<file path="src/rtl/pipe_hazard_ctrl_if.sv">
// Pipeline hazard controller bundle: pipeline-side hazard information,
// the data-memory handshake, and the stall/flush/forward controls that the
// controller returns. The controller attaches to the slave modport; the
// pipeline (or a testbench) drives through the master modport.
interface pipe_hazard_ctrl_if;
  // Operand sources of the instructions in EX and ID
  logic [4:0]  ex_rs;
  logic [4:0]  ex_rt;
  logic [4:0]  id_rs;
  logic [4:0]  id_rt;
  logic        id_uses_rt;
  // Writer information for EX, EX/MEM and MEM/WB
  logic        ex_mem_read;
  logic [4:0]  ex_write_reg;
  logic        mem_reg_write;
  logic [4:0]  mem_write_reg;
  logic        wb_reg_write;
  logic [4:0]  wb_write_reg;
  // Branch resolution and data-memory handshake
  logic        br_taken;
  logic        dmem_req;
  logic        dmem_ack;
  // Pipeline register controls
  logic        pc_stall;
  logic        ifid_stall;
  logic        idex_stall;
  logic        exmem_stall;
  logic        idex_bubble;
  logic        ifid_flush;
  logic        idex_flush;
  logic        exmem_flush;
  logic        memwb_bubble;
  // Forwarding selects, status and performance counters
  logic [1:0]  fwd_a;
  logic [1:0]  fwd_b;
  logic        mem_err;
  logic [1:0]  state;
  logic [15:0] stall_cycles;
  logic [15:0] flush_count;

  modport master (
    output ex_rs, ex_rt, id_rs, id_rt, id_uses_rt,
    output ex_mem_read, ex_write_reg, mem_reg_write, mem_write_reg,
    output wb_reg_write, wb_write_reg, br_taken, dmem_req, dmem_ack,
    input  pc_stall, ifid_stall, idex_stall, exmem_stall, idex_bubble,
    input  ifid_flush, idex_flush, exmem_flush, memwb_bubble,
    input  fwd_a, fwd_b, mem_err, state, stall_cycles, flush_count
  );

  modport slave (
    input  ex_rs, ex_rt, id_rs, id_rt, id_uses_rt,
    input  ex_mem_read, ex_write_reg, mem_reg_write, mem_write_reg,
    input  wb_reg_write, wb_write_reg, br_taken, dmem_req, dmem_ack,
    output pc_stall, ifid_stall, idex_stall, exmem_stall, idex_bubble,
    output ifid_flush, idex_flush, exmem_flush, memwb_bubble,
    output fwd_a, fwd_b, mem_err, state, stall_cycles, flush_count
  );
endinterface

</file>
<file path="src/rtl/pipe_hazard_ctrl.sv">
// Five-stage pipeline hazard controller: load-use stall, branch flush,
// EX operand forwarding, and a data-memory wait FSM that freezes the whole
// pipeline while an access is outstanding and latches a sticky error on
// timeout. Synchronous active-high reset.
// Optional build macro HAZARD_PERF_CNT_EN adds saturating stall/flush
// performance counters; without it both counter outputs read zero.
module pipe_hazard_ctrl #(
  parameter int unsigned MEM_TIMEOUT = 8   // 1..255 wait cycles before ERR
) (
  input  logic               clk,
  input  logic               rst,
  pipe_hazard_ctrl_if.slave  hz
);

  localparam logic [1:0] RUN  = 2'b00;
  localparam logic [1:0] WAIT = 2'b01;
  localparam logic [1:0] ERR  = 2'b10;

  localparam logic [7:0] TIMEOUT_CNT = MEM_TIMEOUT[7:0];

  logic [1:0] stateQ;
  logic [7:0] waitCnt;
  logic       memErr;
  logic       freeze;
  logic       loadUse;

  // Forward from the youngest matching writer; register 0 never forwards.
  function automatic logic [1:0] fwdSel(
    input logic [4:0] src,
    input logic       memWr,
    input logic [4:0] memReg,
    input logic       wbWr,
    input logic [4:0] wbReg
  );
    if (memWr && memReg != 5'd0 && memReg == src)
      return 2'b10;
    else if (wbWr && wbReg != 5'd0 && wbReg == src)
      return 2'b01;
    else
      return 2'b00;
  endfunction

  // Freeze whenever the memory stage cannot complete this cycle; ERR and the
  // unused encoding freeze forever.
  always_comb begin
    // NOTE: every combinational output is given a default first so that no
    // path through the block leaves it unassigned and infers a latch.
    freeze = 1'b0;
    case (stateQ)
      RUN:     freeze = hz.dmem_req && !hz.dmem_ack;
      WAIT:    freeze = !hz.dmem_ack;
      default: freeze = 1'b1;
    endcase
  end

  assign loadUse = hz.ex_mem_read && (hz.ex_write_reg != 5'd0) &&
                   ((hz.ex_write_reg == hz.id_rs) ||
                    (hz.id_uses_rt && hz.ex_write_reg == hz.id_rt));

  // Pipeline register controls, by priority: reset, freeze, branch, load-use.
  always_comb begin
    hz.pc_stall     = 1'b0;
    hz.ifid_stall   = 1'b0;
    hz.idex_stall   = 1'b0;
    hz.exmem_stall  = 1'b0;
    hz.idex_bubble  = 1'b0;
    hz.ifid_flush   = 1'b0;
    hz.idex_flush   = 1'b0;
    hz.exmem_flush  = 1'b0;
    hz.memwb_bubble = 1'b0;
    if (rst) begin
      hz.ifid_flush   = 1'b1;
      hz.idex_flush   = 1'b1;
      hz.exmem_flush  = 1'b1;
      hz.memwb_bubble = 1'b1;
    end else if (freeze) begin
      // A taken branch is simply held in EX/MEM and flushes once unfrozen.
      hz.pc_stall     = 1'b1;
      hz.ifid_stall   = 1'b1;
      hz.idex_stall   = 1'b1;
      hz.exmem_stall  = 1'b1;
      hz.memwb_bubble = 1'b1;
    end else if (hz.br_taken) begin
      // The branch discards the dependent instruction, so no stall is needed.
      hz.ifid_flush   = 1'b1;
      hz.idex_flush   = 1'b1;
      hz.exmem_flush  = 1'b1;
    end else if (loadUse) begin
      hz.pc_stall     = 1'b1;
      hz.ifid_stall   = 1'b1;
      hz.idex_bubble  = 1'b1;
    end
  end

  // Operand forwarding is independent of freeze and FSM state.
  always_comb begin
    hz.fwd_a = fwdSel(hz.ex_rs, hz.mem_reg_write, hz.mem_write_reg,
                      hz.wb_reg_write, hz.wb_write_reg);
    hz.fwd_b = fwdSel(hz.ex_rt, hz.mem_reg_write, hz.mem_write_reg,
                      hz.wb_reg_write, hz.wb_write_reg);
  end

  // Data-memory wait FSM with timeout counter and sticky error flag.
  always_ff @(posedge clk) begin
    // NOTE: registered state uses non-blocking assignments so every flop
    // samples pre-edge values regardless of statement order.
    if (rst) begin
      stateQ  <= RUN;
      waitCnt <= '0;
      memErr  <= 1'b0;
    end else begin
      case (stateQ)
        RUN: begin
          if (hz.dmem_req && !hz.dmem_ack) begin
            stateQ  <= WAIT;
            waitCnt <= 8'd1;
          end
        end
        WAIT: begin
          if (hz.dmem_ack) begin
            stateQ  <= RUN;
            waitCnt <= '0;
          end else if (waitCnt == TIMEOUT_CNT) begin
            stateQ  <= ERR;
            memErr  <= 1'b1;
          end else begin
            waitCnt <= waitCnt + 8'd1;
          end
        end
        default: ;  // ERR holds until reset; acknowledges are ignored
      endcase
    end
  end

  assign hz.state   = stateQ;
  assign hz.mem_err = memErr;

`ifdef HAZARD_PERF_CNT_EN
  logic [15:0] stallCnt;
  logic [15:0] flushCnt;
  logic        stallEvent;
  logic        flushEvent;

  // A stall cycle is a frozen cycle or a load-use stall the branch did not override.
  assign stallEvent = freeze || (!hz.br_taken && loadUse);
  assign flushEvent = !freeze && hz.br_taken;

  // Saturating performance counters.
  always_ff @(posedge clk) begin
    if (rst) begin
      stallCnt <= '0;
      flushCnt <= '0;
    end else begin
      if (stallEvent && stallCnt != 16'hFFFF)
        stallCnt <= stallCnt + 16'd1;
      if (flushEvent && flushCnt != 16'hFFFF)
        flushCnt <= flushCnt + 16'd1;
    end
  end

  assign hz.stall_cycles = stallCnt;
  assign hz.flush_count  = flushCnt;
`else
  assign hz.stall_cycles = '0;
  assign hz.flush_count  = '0;
`endif

endmodule

</file>
<file path="src/flat_wrapper.sv">
// flat-port wrapper written by rule: the top's interface ports become plain ports
module pipe_hazard_ctrl_flat 
#(
  parameter int unsigned MEM_TIMEOUT = 8                                   
)
  (clk, rst, hz_ex_rs, hz_ex_rt, hz_id_rs, hz_id_rt, hz_id_uses_rt, hz_ex_mem_read, hz_ex_write_reg, hz_mem_reg_write, hz_mem_write_reg, hz_wb_reg_write, hz_wb_write_reg, hz_br_taken, hz_dmem_req, hz_dmem_ack, hz_pc_stall, hz_ifid_stall, hz_idex_stall, hz_exmem_stall, hz_idex_bubble, hz_ifid_flush, hz_idex_flush, hz_exmem_flush, hz_memwb_bubble, hz_fwd_a, hz_fwd_b, hz_mem_err, hz_state, hz_stall_cycles, hz_flush_count);
  pipe_hazard_ctrl_if hz_i ();
  input  logic clk;
  input  logic rst;
  input wire logic [$bits(hz_i.ex_rs)-1:0] hz_ex_rs;
  input wire logic [$bits(hz_i.ex_rt)-1:0] hz_ex_rt;
  input wire logic [$bits(hz_i.id_rs)-1:0] hz_id_rs;
  input wire logic [$bits(hz_i.id_rt)-1:0] hz_id_rt;
  input wire logic [$bits(hz_i.id_uses_rt)-1:0] hz_id_uses_rt;
  input wire logic [$bits(hz_i.ex_mem_read)-1:0] hz_ex_mem_read;
  input wire logic [$bits(hz_i.ex_write_reg)-1:0] hz_ex_write_reg;
  input wire logic [$bits(hz_i.mem_reg_write)-1:0] hz_mem_reg_write;
  input wire logic [$bits(hz_i.mem_write_reg)-1:0] hz_mem_write_reg;
  input wire logic [$bits(hz_i.wb_reg_write)-1:0] hz_wb_reg_write;
  input wire logic [$bits(hz_i.wb_write_reg)-1:0] hz_wb_write_reg;
  input wire logic [$bits(hz_i.br_taken)-1:0] hz_br_taken;
  input wire logic [$bits(hz_i.dmem_req)-1:0] hz_dmem_req;
  input wire logic [$bits(hz_i.dmem_ack)-1:0] hz_dmem_ack;
  output wire logic [$bits(hz_i.pc_stall)-1:0] hz_pc_stall;
  output wire logic [$bits(hz_i.ifid_stall)-1:0] hz_ifid_stall;
  output wire logic [$bits(hz_i.idex_stall)-1:0] hz_idex_stall;
  output wire logic [$bits(hz_i.exmem_stall)-1:0] hz_exmem_stall;
  output wire logic [$bits(hz_i.idex_bubble)-1:0] hz_idex_bubble;
  output wire logic [$bits(hz_i.ifid_flush)-1:0] hz_ifid_flush;
  output wire logic [$bits(hz_i.idex_flush)-1:0] hz_idex_flush;
  output wire logic [$bits(hz_i.exmem_flush)-1:0] hz_exmem_flush;
  output wire logic [$bits(hz_i.memwb_bubble)-1:0] hz_memwb_bubble;
  output wire logic [$bits(hz_i.fwd_a)-1:0] hz_fwd_a;
  output wire logic [$bits(hz_i.fwd_b)-1:0] hz_fwd_b;
  output wire logic [$bits(hz_i.mem_err)-1:0] hz_mem_err;
  output wire logic [$bits(hz_i.state)-1:0] hz_state;
  output wire logic [$bits(hz_i.stall_cycles)-1:0] hz_stall_cycles;
  output wire logic [$bits(hz_i.flush_count)-1:0] hz_flush_count;
  assign hz_i.ex_rs = hz_ex_rs;
  assign hz_i.ex_rt = hz_ex_rt;
  assign hz_i.id_rs = hz_id_rs;
  assign hz_i.id_rt = hz_id_rt;
  assign hz_i.id_uses_rt = hz_id_uses_rt;
  assign hz_i.ex_mem_read = hz_ex_mem_read;
  assign hz_i.ex_write_reg = hz_ex_write_reg;
  assign hz_i.mem_reg_write = hz_mem_reg_write;
  assign hz_i.mem_write_reg = hz_mem_write_reg;
  assign hz_i.wb_reg_write = hz_wb_reg_write;
  assign hz_i.wb_write_reg = hz_wb_write_reg;
  assign hz_i.br_taken = hz_br_taken;
  assign hz_i.dmem_req = hz_dmem_req;
  assign hz_i.dmem_ack = hz_dmem_ack;
  assign hz_pc_stall = hz_i.pc_stall;
  assign hz_ifid_stall = hz_i.ifid_stall;
  assign hz_idex_stall = hz_i.idex_stall;
  assign hz_exmem_stall = hz_i.exmem_stall;
  assign hz_idex_bubble = hz_i.idex_bubble;
  assign hz_ifid_flush = hz_i.ifid_flush;
  assign hz_idex_flush = hz_i.idex_flush;
  assign hz_exmem_flush = hz_i.exmem_flush;
  assign hz_memwb_bubble = hz_i.memwb_bubble;
  assign hz_fwd_a = hz_i.fwd_a;
  assign hz_fwd_b = hz_i.fwd_b;
  assign hz_mem_err = hz_i.mem_err;
  assign hz_state = hz_i.state;
  assign hz_stall_cycles = hz_i.stall_cycles;
  assign hz_flush_count = hz_i.flush_count;
  pipe_hazard_ctrl #(.MEM_TIMEOUT(MEM_TIMEOUT)) u_core (.clk(clk), .rst(rst), .hz(hz_i));
endmodule
</file>
<file path="config.mk">
export PLATFORM = sky130hd
export DESIGN_NAME = pipe_hazard_ctrl_flat
export DESIGN_NICKNAME = d
export VERILOG_FILES = /design/src/rtl/pipe_hazard_ctrl_if.sv /design/src/rtl/pipe_hazard_ctrl.sv /design/src/flat_wrapper.sv
export SDC_FILE = /design/constraint.sdc
export NUM_CORES = 1
export LEC_CHECK = 0
export ABC_AREA = 1
export CAP_MARGIN = 40
export CORE_MARGIN = 2
export CORE_UTILIZATION = 38
export CTS_BUF_LIST = sky130_fd_sc_hd__clkbuf_8
export CTS_CLUSTER_DIAMETER = 150
export DETAILED_ROUTE_END_ITERATION = 10
export PLACE_DENSITY = 0.83
export SETUP_SLACK_MARGIN = 0.1
export SLEW_MARGIN = 20
export SYNTH_ARGS = -nofsm -noshare
export SYNTH_HDL_FRONTEND = slang
export SYNTH_SLANG_ARGS = --single-unit
export TNS_END_PERCENT = 30
</file>
<file path="constraint.sdc">
create_clock -name clk -period 1.5 [get_ports clk]
set_clock_uncertainty 0.1 [all_clocks]
set_input_delay 0.3 -clock clk [delete_from_list [all_inputs] [get_ports clk]]
set_output_delay 0.3 -clock clk [all_outputs]
set_load 0.05 [all_outputs]
</file>
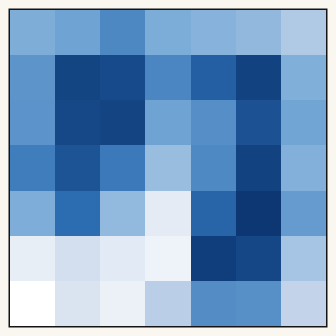
**Above:** cell density map.
7 x 7 tiles, from white (low) to dark blue (high), 0 to 100% covered.
mean over tiles: 55%
tiles over 75% full: 29%
nearly empty tiles: 2.0%
emptiest ninth of the die: south-west
fullest tile: 97%

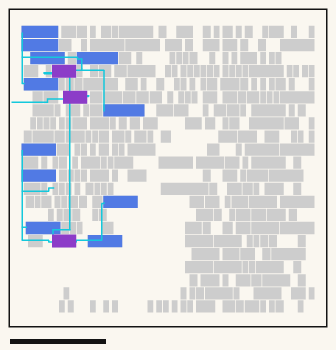
**Above:** routed clock nets over the placement.
The bar under the picture is 20 um long.
[cyan] clock wires | length: 156 um
[purple] cells driving clock nets | count: 3
[blue] flip-flops | count: 11
routed clock nets: 4

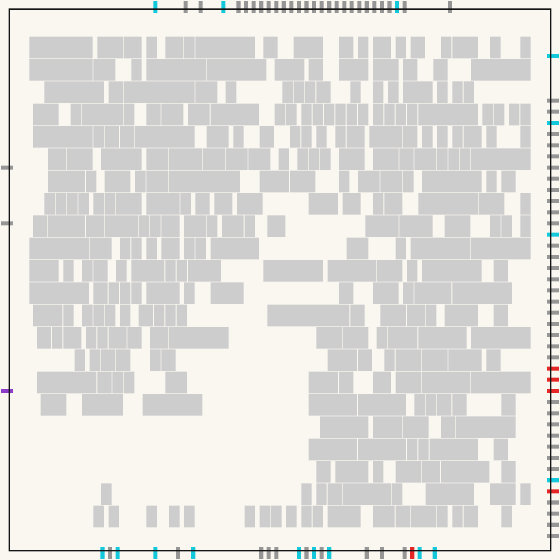
**Above:** pin map.
Pins as bars across the die edge, other pins in gray.
| color | port | pins | direction | edge |
|---|---|---|---|---|
| red | hz_ex_rt | 5 | input | 4 east, 1 south |
| purple | rst | 1 | input | west |
| cyan | hz_flush_count | 16 | output | 9 south, 4 east, 3 north |
all pins by edge: 41 east, 28 north, 20 south, 3 west

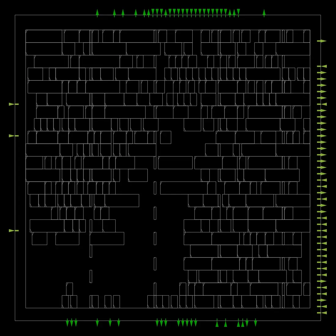
**Above:** cell outlines without signal wires.
Taps Inserted: 48
area of the core: 3660 um^2
fill count: 294

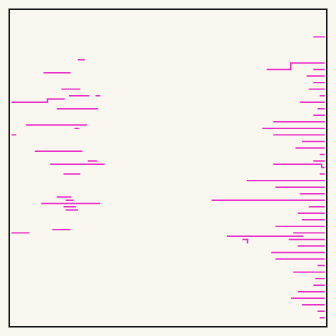
**Above:** met3 routing.
wire length on this layer: 358 um
main direction: horizontal
longest straight run: 23.3 um
nets with wire on the layer: 60

==> run_results.csv <==
group,metric,value,unit
status,status,"finished, violations left",
status,violations,"setup timing",
global_routing,grt_antenna_before_repair,0,
clocking,cts_tree,"yes",
final_timing,finalSetupViolCount,13,
synth,yosysSeqAreaShare,15.2,%
clocking,h-tree-depth,1,
detailed_routing,met2_length,2.50,mm
layout,combGateArea,1210,um^2
power,switching_share,45.9,%
detailed_routing,drt-total-wl,4.60,mm
detailed_routing,drt-pass1-iter-count,4,
clocking,numCtsBuffers,3,
setup_path,r2r-start,"u_core.hz.state[1]$_SDFFE_PP0P_",
global_routing,grt_overflow,0,
die,die_w,65.8,um
clocking,path_clk_slew,0.05,ns
setup_path,arrival,1.36,ns
power,seqPwrFrac,21.2,%
detailed_routing,wire_per_inst,12.6,um
placed_design,dp.cells,357,
global_routing,grt_busiest_layer,"met2",
synth,synth_cell_types,22,
setup_path,crit_chain,"inv_4, nand2_4, o21ai_4, inv_4, o21ai_4, buf_12",
setup_path,critPathKind,"register to output port",
placed_design,placed_area,2290,um^2
clocking,ctsHoldBuffers,0,
detailed_routing,dr_wl_met3,358,um
power,clock_power,0.000295,W
synth,postSynthCellCount,241,
synth,avgSynthCellArea,6.02,um^2
synth,syn_area,1450,um^2
power,power_frac_comb,59.0,%
synth,ff_type,"dfxtp_1",
global_routing,met3_usage,2.90,%
run,drv_cap,0,
final_timing,fin_ws,-0.262,ns
setup_path,critPathBufInv,3,
detailed_routing,drc,0,
setup_path,start_kind,"register",
layout,layoutNonFillerInstCount,365,
synth,edf_count,0,
detailed_routing,ant_nets,0,
synth,synthArstFlopShare,0,%
synth,top_area_share,18.6,%
clocking,cts_resized,139,
hold_path,hp-class,"register to register",
setup_path,crit_path_start,"u_core.hz.state[1]$_SDFFE_PP0P_",
power,p_int,0.000805,W
final_timing,min_period,1.76,ns
final_timing,hold_slack,0.378,ns
detailed_routing,met1Wirelength,1.68,mm
power,pwr-share-clk,19.8,%
[flip-flops by register name (all words and copies together) (netlist names)]
signal	flops
u_core.waitCnt	8
u_core.hz.state	2
u_core.hz.mem_err	1
[area by class of cell]
type	instances	area share, %
tap	48	2.45
inverter	35	5.71
timing repair buffer	78	31.2
clock buffer	3	1.68
sequential	11	9.38
clock inverter	1	0.153
multi-input combinational	189	49.4
[cell families after synthesis]
kind of cell | Yosys count | share of synthesized area, %
AND/OR/NAND/NOR | 117 | 35.0
buffers and inverters | 72 | 28.0
XOR/XNOR | 22 | 13.3
AND-OR/OR-AND | 16 | 6.47
flip-flops | 11 | 15.2
adder cells (fa/ha/maj) | 2 | 1.73
other | 1 | 0.259
[tightest hold or removal path, stage by stage, from the launching register on]
cell and delay, ns:
dfxtp_2 0.34, nand2_2 0.06, a21oi_2 0.04
No activity file was given, so power comes from the tool's default toggle rates.
